[src/rtl/pool_window_ctrl_if.sv]
// Window descriptor bus between the pooling sequencer (master) and the
// line-buffer/pooling datapath (slave). Plain valid/ready handshake.
interface pool_window_ctrl_if #(
  parameter int unsigned DIM_W = 6
) ();

  logic             win_valid;
  logic             win_ready;
  logic [DIM_W-1:0] win_row;
  logic [DIM_W-1:0] win_col;
  logic [8:0]       win_sel;
  logic             win_last;

  modport master (
    output win_valid,
    output win_row,
    output win_col,
    output win_sel,
    output win_last,
    input  win_ready
  );

  modport slave (
    input  win_valid,
    input  win_row,
    input  win_col,
    input  win_sel,
    input  win_last,
    output win_ready
  );

endinterface

[src/rtl/pool_window_ctrl.sv]
// 3x3 max-pool window sequencer. Scans an H x W map with stride 1 or 2 and
// emits one descriptor (centre row/col, 9-bit tap mask, last flag) per output
// pixel. Taps that land in the padding border are cleared in the mask.
// Optional macro POOL_CTRL_PERF_EN adds a saturating backpressure counter;
// without it o_stall_cnt is tied to zero.
module pool_window_ctrl #(
  parameter int unsigned DIM_W = 6
) (
  input  logic               i_clk,
  input  logic               i_reset,
  input  logic               i_start,
  input  logic [DIM_W-1:0]   i_cfg_height,
  input  logic [DIM_W-1:0]   i_cfg_width,
  input  logic               i_cfg_stride2,
  output logic               o_busy,
  output logic               o_done,
  output logic               o_err,
  output logic [15:0]        o_stall_cnt,
  pool_window_ctrl_if.master io_win
);

  localparam int unsigned DW1 = DIM_W + 1;

  typedef enum logic [1:0] {StIdle, StRun, StDone} state_e;

  state_e           r_state;
  logic [DIM_W-1:0] r_h;
  logic [DIM_W-1:0] r_w;
  logic [DIM_W-1:0] r_row;
  logic [DIM_W-1:0] r_col;
  logic             r_s2;
  logic             r_busy;
  logic             r_done;
  logic             r_err;
  logic             r_valid;

  // Widened by one bit so row+S / col+S / edge checks never wrap.
  logic [DIM_W:0]   w_step;
  logic [DIM_W:0]   w_h;
  logic [DIM_W:0]   w_w;
  logic [DIM_W:0]   w_row;
  logic [DIM_W:0]   w_col;
  logic [DIM_W:0]   w_row_nx;
  logic [DIM_W:0]   w_col_nx;
  logic             w_row_end;
  logic             w_col_end;
  logic             w_last;
  logic             w_hs;
  logic [2:0]       w_row_ok;
  logic [2:0]       w_col_ok;
  logic [8:0]       w_sel;

  // Scan geometry, edge tests and tap mask, all from registered state.
  always_comb begin
    w_step    = r_s2 ? DW1'(2) : DW1'(1);
    w_h       = {1'b0, r_h};
    w_w       = {1'b0, r_w};
    w_row     = {1'b0, r_row};
    w_col     = {1'b0, r_col};
    w_row_nx  = w_row + w_step;
    w_col_nx  = w_col + w_step;
    w_row_end = (w_row_nx >= w_h);
    w_col_end = (w_col_nx >= w_w);
    w_last    = w_row_end && w_col_end;
    w_hs      = r_valid && io_win.win_ready;
    // Index 0/1/2 correspond to offset -1/0/+1; "+1 in range" is pos+2 <= dim.
    w_row_ok[0] = (w_row != '0);
    w_row_ok[1] = (w_row < w_h);
    w_row_ok[2] = ((w_row + DW1'(2)) <= w_h);
    w_col_ok[0] = (w_col != '0);
    w_col_ok[1] = (w_col < w_w);
    w_col_ok[2] = ((w_col + DW1'(2)) <= w_w);
    w_sel = '0;
    for (int dr = 0; dr < 3; dr++) begin
      for (int dc = 0; dc < 3; dc++) begin
        w_sel[dr*3+dc] = (r_state == StRun) && w_row_ok[dr] && w_col_ok[dc];
      end
    end
  end

  // Control FSM with registered status and valid outputs.
  always_ff @(posedge i_clk or negedge i_reset) begin
    if (!i_reset) begin
      r_state <= StIdle;
      r_h     <= '0;
      r_w     <= '0;
      r_row   <= '0;
      r_col   <= '0;
      r_s2    <= 1'b0;
      r_busy  <= 1'b0;
      r_done  <= 1'b0;
      r_err   <= 1'b0;
      r_valid <= 1'b0;
    end else begin
      r_done <= 1'b0;
      r_err  <= 1'b0;
      unique case (r_state)
        StIdle: begin
          if (i_start) begin
            r_h   <= i_cfg_height;
            r_w   <= i_cfg_width;
            r_s2  <= i_cfg_stride2;
            r_row <= '0;
            r_col <= '0;
            r_busy <= 1'b1;
            if ((i_cfg_height == '0) || (i_cfg_width == '0)) begin
              // Empty map: skip RUN, report completion with error.
              r_state <= StDone;
              r_done  <= 1'b1;
              r_err   <= 1'b1;
            end else begin
              r_state <= StRun;
              r_valid <= 1'b1;
            end
          end
        end
        StRun: begin
          if (w_hs) begin
            if (w_last) begin
              r_state <= StDone;
              r_valid <= 1'b0;
              r_done  <= 1'b1;
            end else if (w_col_end) begin
              r_col <= '0;
              r_row <= w_row_nx[DIM_W-1:0];
            end else begin
              r_col <= w_col_nx[DIM_W-1:0];
            end
          end
        end
        StDone: begin
          r_state <= StIdle;
          r_busy  <= 1'b0;
        end
        default: begin
          r_state <= StIdle;
          r_busy  <= 1'b0;
          r_valid <= 1'b0;
        end
      endcase
    end
  end

  assign o_busy          = r_busy;
  assign o_done          = r_done;
  assign o_err           = r_err;
  assign io_win.win_valid = r_valid;
  assign io_win.win_row   = r_row;
  assign io_win.win_col   = r_col;
  assign io_win.win_sel   = w_sel;
  assign io_win.win_last  = (r_state == StRun) && w_last;

`ifdef POOL_CTRL_PERF_EN
  logic [15:0] r_stall_cnt;

  // Count presented-but-not-accepted cycles; saturate, clear on a new scan.
  always_ff @(posedge i_clk or negedge i_reset) begin
    if (!i_reset) begin
      r_stall_cnt <= '0;
    end else if ((r_state == StIdle) && i_start) begin
      r_stall_cnt <= '0;
    end else if (r_valid && !io_win.win_ready && (r_stall_cnt != 16'hFFFF)) begin
      r_stall_cnt <= r_stall_cnt + 16'd1;
    end
  end

  assign o_stall_cnt = r_stall_cnt;
`else
  assign o_stall_cnt = '0;
`endif

endmodule

[src/flat_wrapper.sv]
// flat-port wrapper written by rule: the top's interface ports become plain ports
module pool_window_ctrl_flat 
#(
  parameter int unsigned DIM_W = 6
)
  (i_clk, i_reset, i_start, i_cfg_height, i_cfg_width, i_cfg_stride2, o_busy, o_done, o_err, o_stall_cnt, io_win_win_valid, io_win_win_row, io_win_win_col, io_win_win_sel, io_win_win_last, io_win_win_ready);
  pool_window_ctrl_if #(.DIM_W(DIM_W)) io_win_i ();
  input  logic i_clk;
  input  logic i_reset;
  input  logic i_start;
  input  logic [DIM_W-1:0] i_cfg_height;
  input  logic [DIM_W-1:0] i_cfg_width;
  input  logic i_cfg_stride2;
  output logic o_busy;
  output logic o_done;
  output logic o_err;
  output logic [15:0] o_stall_cnt;
  output wire logic [$bits(io_win_i.win_valid)-1:0] io_win_win_valid;
  output wire logic [$bits(io_win_i.win_row)-1:0] io_win_win_row;
  output wire logic [$bits(io_win_i.win_col)-1:0] io_win_win_col;
  output wire logic [$bits(io_win_i.win_sel)-1:0] io_win_win_sel;
  output wire logic [$bits(io_win_i.win_last)-1:0] io_win_win_last;
  input wire logic [$bits(io_win_i.win_ready)-1:0] io_win_win_ready;
  assign io_win_win_valid = io_win_i.win_valid;
  assign io_win_win_row = io_win_i.win_row;
  assign io_win_win_col = io_win_i.win_col;
  assign io_win_win_sel = io_win_i.win_sel;
  assign io_win_win_last = io_win_i.win_last;
  assign io_win_i.win_ready = io_win_win_ready;
  pool_window_ctrl #(.DIM_W(DIM_W)) u_core (.i_clk(i_clk), .i_reset(i_reset), .i_start(i_start), .i_cfg_height(i_cfg_height), .i_cfg_width(i_cfg_width), .i_cfg_stride2(i_cfg_stride2), .o_busy(o_busy), .o_done(o_done), .o_err(o_err), .o_stall_cnt(o_stall_cnt), .io_win(io_win_i));
endmodule
[config.mk]
export PLATFORM = sky130hd
export DESIGN_NAME = pool_window_ctrl_flat
export DESIGN_NICKNAME = d
export VERILOG_FILES = /design/src/rtl/pool_window_ctrl_if.sv /design/src/rtl/pool_window_ctrl.sv /design/src/flat_wrapper.sv
export SDC_FILE = /design/constraint.sdc
export NUM_CORES = 1
export LEC_CHECK = 0
export ABC_AREA = 0
export CORE_MARGIN = 2
export CORE_UTILIZATION = 56
export CTS_CLUSTER_SIZE = 28
export DETAILED_ROUTE_END_ITERATION = 10
export HOLD_SLACK_MARGIN = 0.1
export MAX_ROUTING_LAYER = met4
export PLACE_DENSITY = 0.84
export REMOVE_ABC_BUFFERS = 1
export SLEW_MARGIN = 0
export SYNTH_ARGS = -nofsm -noshare
export SYNTH_HDL_FRONTEND = slang
export SYNTH_SLANG_ARGS = --single-unit
[constraint.sdc]
create_clock -name i_clk -period 6.15 [get_ports i_clk]
set_input_delay 1.5375 -clock i_clk [delete_from_list [all_inputs] [get_ports i_clk]]
set_output_delay 1.5375 -clock i_clk [all_outputs]
set_load 0.005 [all_outputs]
==> images/pdn.png <==
Scale bar: 20 um. Pins as bars on the die edge.
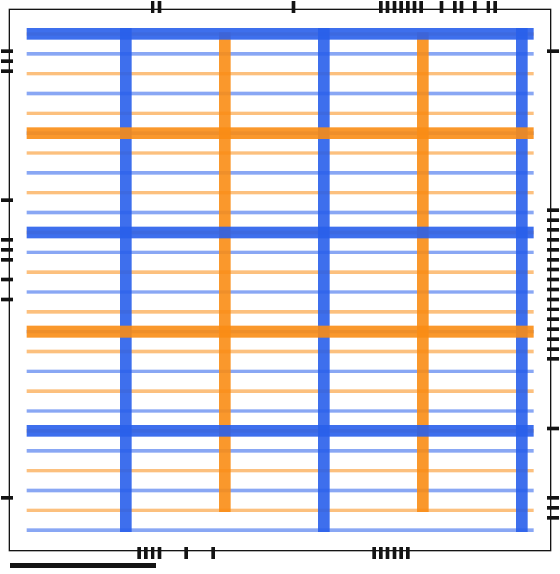
blue -> VSS
orange -> VDD
signal pins = 59
rows = 25
met5 straps = 5
met4 straps = 5
met1 rails = 26

==> images/cell_classes.png <==
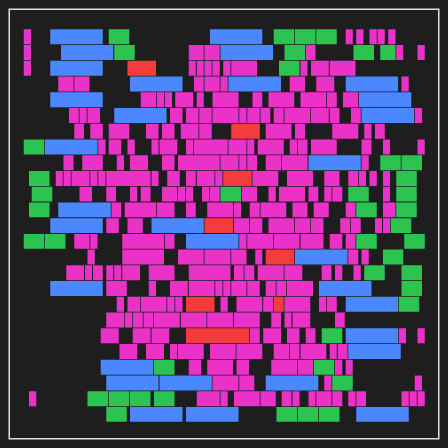
magenta -> all other logic  # cells 267, share of their area 58%
red -> clock drivers and dummy loads  # cells 8, share of their area 3.7%
green -> other buffers and delay cells  # cells 43, share of their area 14%
blue -> flops  # cells 31, share of their area 25%

==> images/clock_map.png <==
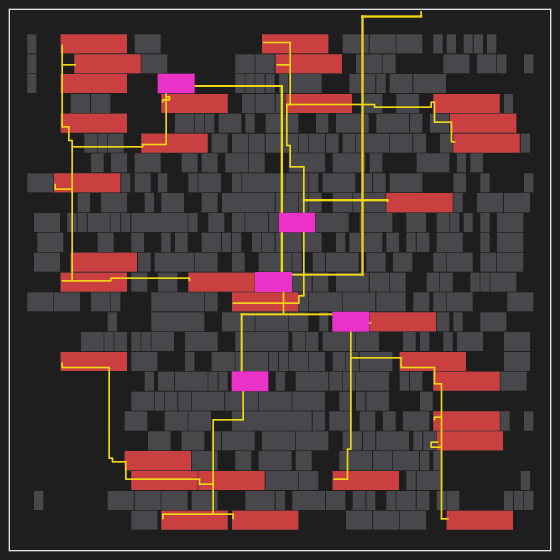
yellow -> clock wires  # length 451 um
magenta -> cells driving clock nets  # count 5
red -> flip-flops  # count 31
flops lie = all over the die
routed clock nets = 6

==> impl_metrics.yaml <==
# implementation run metrics
worst_setup_path:
  cp.arrival_ns: 3.85
  rr_startpoint: "u_core.r_s2"
  r2r_cells: 13
  cpMostUsedCell: "inv_1"
  cpPeakStageDelay_ns: 0.54
  cp.required_ns: 4.61
  r2r_slack_ns: 2.53
  endpoint_kind: "primary output"
  r2r_end: "u_core.io_win.win_col[2]"
  cp_max_fo: 12
synth:
  yosysWarnings: 0
  synth_top_area_share: 0.283
  top_area_cell: "dfrtp_1"
  common_cells: "40 x ha_1, 32 x nand2_1, 31 x dfrtp_1"
  edf_count: 0
  yosysSeqAreaShare: 0.283
  syn_area_um2: 2740
  ys_chip_area_um2: 2740
  async_reset_ff_frac: 1.00
  synthCells: 309
  ys_seq_elements: 31
  top_cells_by_area: "dfrtp_1 28%, ha_1 18%, buf_4 5.2%"
  ys_cells: 309
  netlist-cell-type-count: 51
power_and_ir_drop:
  leakage_nw: 1.56
  peakVddDrop_mv: 0.320
sta:
  worst_slack_ns: 0.767
  setup_viol: 0
  finalSetupTns_ns: 0
  worstMarginPinSlew_ns: 0.876
  holdWs_ns: 0.503
  final-hold-violation-count: 0
  finClkSkew_ns: 0.00604
  finalCriticalPeriod_ns: 5.38
  fin_crit_sh: 0.875
clocking:
  cts_buffers: 5
  post_cts_buffers: 0
  clockBufferDepth: 2
  clkSinkCount: 31
  h-tree-depth: 2
  cts-root-buf: "clkbuf_8"
place:
  dpl_worst_slack_ns: 1.15
  place_inst: 408
  port_buffers: 42
  place.gp.congestion: 0.902
layout:
  nets: 407
  post-route-cell-area_um2: 3240
  syn_to_final_growth_pct: 18.1
  layout.cells.non_filler: 416
die:
  die_x_um: 74
  row_count: 25
  io_pins: 59
  fp_util: 0.581
  dieArea_um2: 5480
  die_y_um: 74
route:
  antenna_left: 0
  vias_per_cell: 5.53
  remaining_drc_errors: 0
  initialDrtViolationCount: 132
  firstDrtPassIters: 4
grt:
  antenna_found_initial: 0
  grt_pass1_vias: 2228
  grt-ovfl-total: 0
  grt_pass1_wl_um: 10500
min_path:
  min_delay_worst_endpoint: "u_core.o_busy"
status:
  status: "finished clean"
job:
  tool_warnings: 27
==> images/metal_stack.png <==
Scale bar: 20 um.
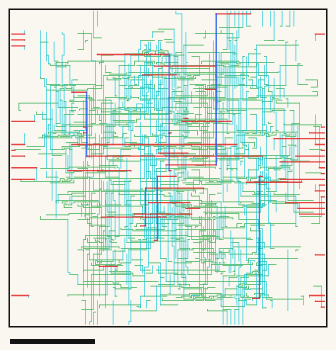
red -> met3  # wire length 381 um
green -> met1  # wire length 2760 um
cyan -> met2  # wire length 3070 um
blue -> met4  # wire length 130 um
wire per inst: 15.3 um
Overall Global Routing Usage: 0.259
Vias: 2302
Routed WL: 6350 um

==> images/final_congestion.png <==
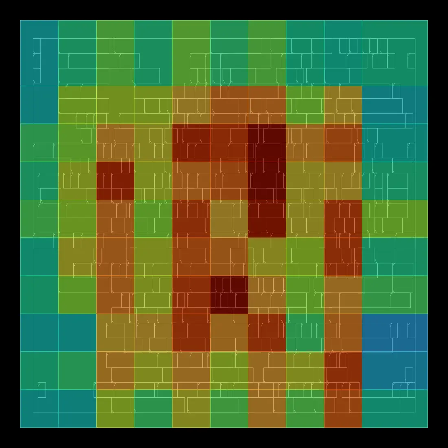
Finished Core Util: 0.686
GRT busiest layer: met2
GR met2 Demand/Resource: 0.437

==> metal layers <==
layer  share of wire  global-route usage  up-vias
li1                -                   -     1139
met1            0.44               0.308     1074
met2            0.48               0.437       76
met3           0.060              0.0501       13
met4           0.020              0.0909        0
met5               0                   -        -
==> cell type report <==
cell class                 count  area (um^2)
timing repair buffer          43          428
sequential                    31          776
fill                         375         1480
clock buffer                   6         82.6
clock inverter                 2         35.0
inverter                      30          113
tap                           67         83.8
multi-input combinational    237         1720
==> worst max path at each step <==
stage / from / endpoint / slack [ns] / cells after the start
6_report: u_core.r_s2 / io_win_win_last / 0.77 / 13
5_1_grt: u_core.r_s2 / io_win_win_last / 0.51 / 13
4_1_cts: u_core.r_s2 / io_win_win_last / 0.76 / 13
2_1_floorplan: u_core.r_s2 / io_win_win_last / 1.92 / 12
3_3_place_gp: u_core.r_s2 / io_win_win_last / 1.31 / 13
3_5_place_dp: u_core.r_s2 / io_win_win_last / 1.15 / 13
==> placed cells by master, fill, tap and decap left out, drive strengths merged, types with 2 or more instances in the layout <==
cell,netlist,routed
and3,3,3
nand4,6,6
o21ai,18,18
ha,40,40
nor2b,6,6
dfrtp,31,31
clkbuf,1,6
xor2,6,6
fa,2,2
nand2,33,33
o21a,3,3
clkdlybuf4s50,0,42
xnor2,8,8
nor3,11,11
o31ai,2,2
a21oi,12,12
nand2b,2,2
nor2,14,14
a21o,7,7
a22o,4,4
nor4,2,2
o21bai,3,3
o211ai,7,7
inv,30,30
a211oi,2,2
or4,3,3
mux2,2,2
nand3,13,13
conb,1,16
==> sequential cells by signal (all words and copies together) (netlist names), 2 cells and up <==
register	cells
u_core.r_w	6
u_core.io_win.win_col	6
u_core.r_state	2
u_core.io_win.win_row	6
u_core.r_h	6
==> power breakdown <==
group | internal [mW] | switching (mW) | total (mW)
combinational | 0.680 | 0.773 | 1.45
sequential | 0.288 | 0.110 | 0.398
clock | 0.131 | 0.0799 | 0.211
==> kinds of logic (layout without fill, tap and decap cells) <==
logic type | Yosys count | count (layout) | share of synthesized area
buf+inv | 56 | 81 | 0.109
other cells | 1 | 16 | 0.00137
mux | 2 | 2 | 0.00821
fa+ha+maj | 42 | 42 | 0.197
flops | 31 | 31 | 0.283
xor+xnor | 14 | 14 | 0.0447
compound gates | 68 | 68 | 0.182
simple gates | 95 | 95 | 0.175
Power and IR drop assume default switching activity.
